==> config.mk <==
export PLATFORM = sky130hd
export DESIGN_NAME = seq_det_arbiter_ctrl_flat
export DESIGN_NICKNAME = d
export VERILOG_FILES = /design/src/rtl/seq_det_arbiter_ctrl_if.sv /design/src/rtl/seq_det_arbiter_ctrl.sv /design/src/flat_wrapper.sv
export SDC_FILE = /design/constraint.sdc
export NUM_CORES = 1
export LEC_CHECK = 0
export ABC_AREA = 1
export CAP_MARGIN = 5
export CORE_MARGIN = 2
export CORE_UTILIZATION = 32
export CTS_BUF_LIST = sky130_fd_sc_hd__clkbuf_4 sky130_fd_sc_hd__clkbuf_8 sky130_fd_sc_hd__clkbuf_16
export DETAILED_ROUTE_END_ITERATION = 8
export PLACE_DENSITY_LB_ADDON = 0.3
export SLEW_MARGIN = 20
export SYNTH_ARGS = -nofsm -noshare
export SYNTH_HDL_FRONTEND = slang
export SYNTH_SLANG_ARGS = --single-unit
==> constraint.sdc <==
create_clock -name clk -period 4.5 [get_ports clk]
set_clock_uncertainty 0.1 [all_clocks]
set_input_delay 0.9 -clock clk [delete_from_list [all_inputs] [get_ports clk]]
set_output_delay 0.9 -clock clk [all_outputs]
set_load 0.03 [all_outputs]
Figure 1. Track usage over the die.
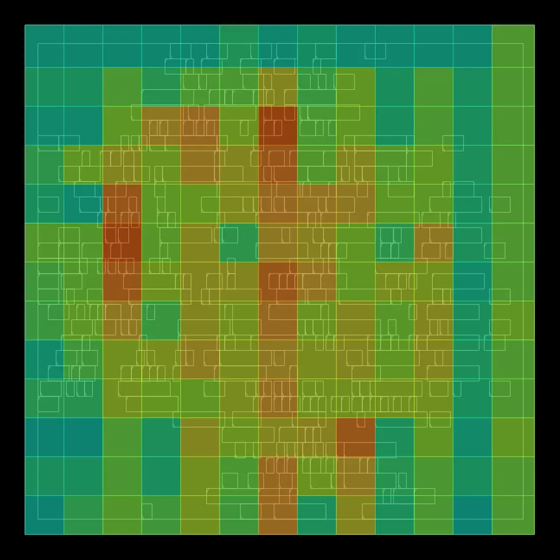
GR Util met2: 0.218
GRT Util Overall: 0.137
final core occ: 0.424
Routed WL per cell: 11.8 µm

Figure 2. Wiring by layer.
Scale bar: 20 µm. Only two layers are drawn.
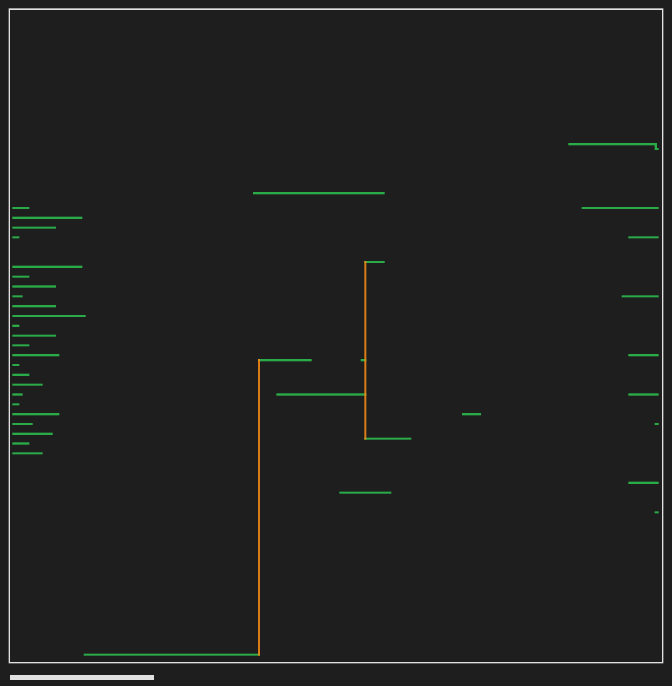
- orange: M4 (wire length 65.3 µm)
- green: M3 (wire length 219 µm)
vias: 2084
Routed WL: 5.23 mm

==> results_dict.tcl <==
# collected from the flow reports
set metrics [dict create \
    status "finished, final reports clean" \
    synth.most_common_cell "nand2_1" \
    edf_count 0 \
    yosys_warnings 0 \
    antenna_cells 0 \
    reg2reg_slack_ns 2.23 \
    irDropWorstVdd_mv 0.195 \
    synth.ff_latch_count 44 \
    synthTopCellsByArea "dfrtp_1, nand2_1, nand3_1" \
    final-clk-cell-share 0.0338 \
    nMultiInputCombCells 211 \
    antenna_found_initial 0 \
    design_area_um2 3070 \
    insertion_delay_ns 0.29 \
    use_met3 0.0317 \
    power_frac_comb 0.470 \
    lay_top_count "nand2_1" \
    htreeDepth 2 \
    final_cell_mix "nand2_1, clkdlybuf4s50_1, dfrtp_1" \
    dpl_cell_area_um2 2970 \
    syn2layout_area_growth_pct 28.9 \
    ys_types 27 \
    fillers 742 \
    hold_viol_final 0 \
    synthArstFlopShare 1.00 \
    cts_resized 0 \
    final-nonclk-buf-share 0.178 \
    vias_per_cell 4.68 \
    cp_num_buf_inv 2 \
    relSlewSlack 0.586 \
    period_needed_ns 3.75 \
    synth.avg_cell_area_um2 8.14 \
    mux_area_frac 0 \
    place_ws_ns 0.724 \
    xor_share 0.00367 \
    grt_pass1_vias 1945 \
    tool_warnings 29 \
    arrival_ns 2.75 \
    syn_inst 293 \
    drv_cap 0 \
    finalSetupTns_ns 0 \
    cts_hold_buf 0 \
    ys_cells 293 \
    pg_seq_uw 586 \
    simple_gate_share 0.273 \
    powerClk_uw 272 \
    sh_comb_area 0.355 \
    powerComb_uw 762 \
    io_buffers 53 \
    rows 31 \
    cts.path.max_buffers 2 \
    chip_area_um2 8160 \
    largest_area_cell "dfrtp_1" \
    drtIter0Drc 127 \
    path_clk_slew_ns 0.08 \
    fp.dieW_um 90.3 \
]
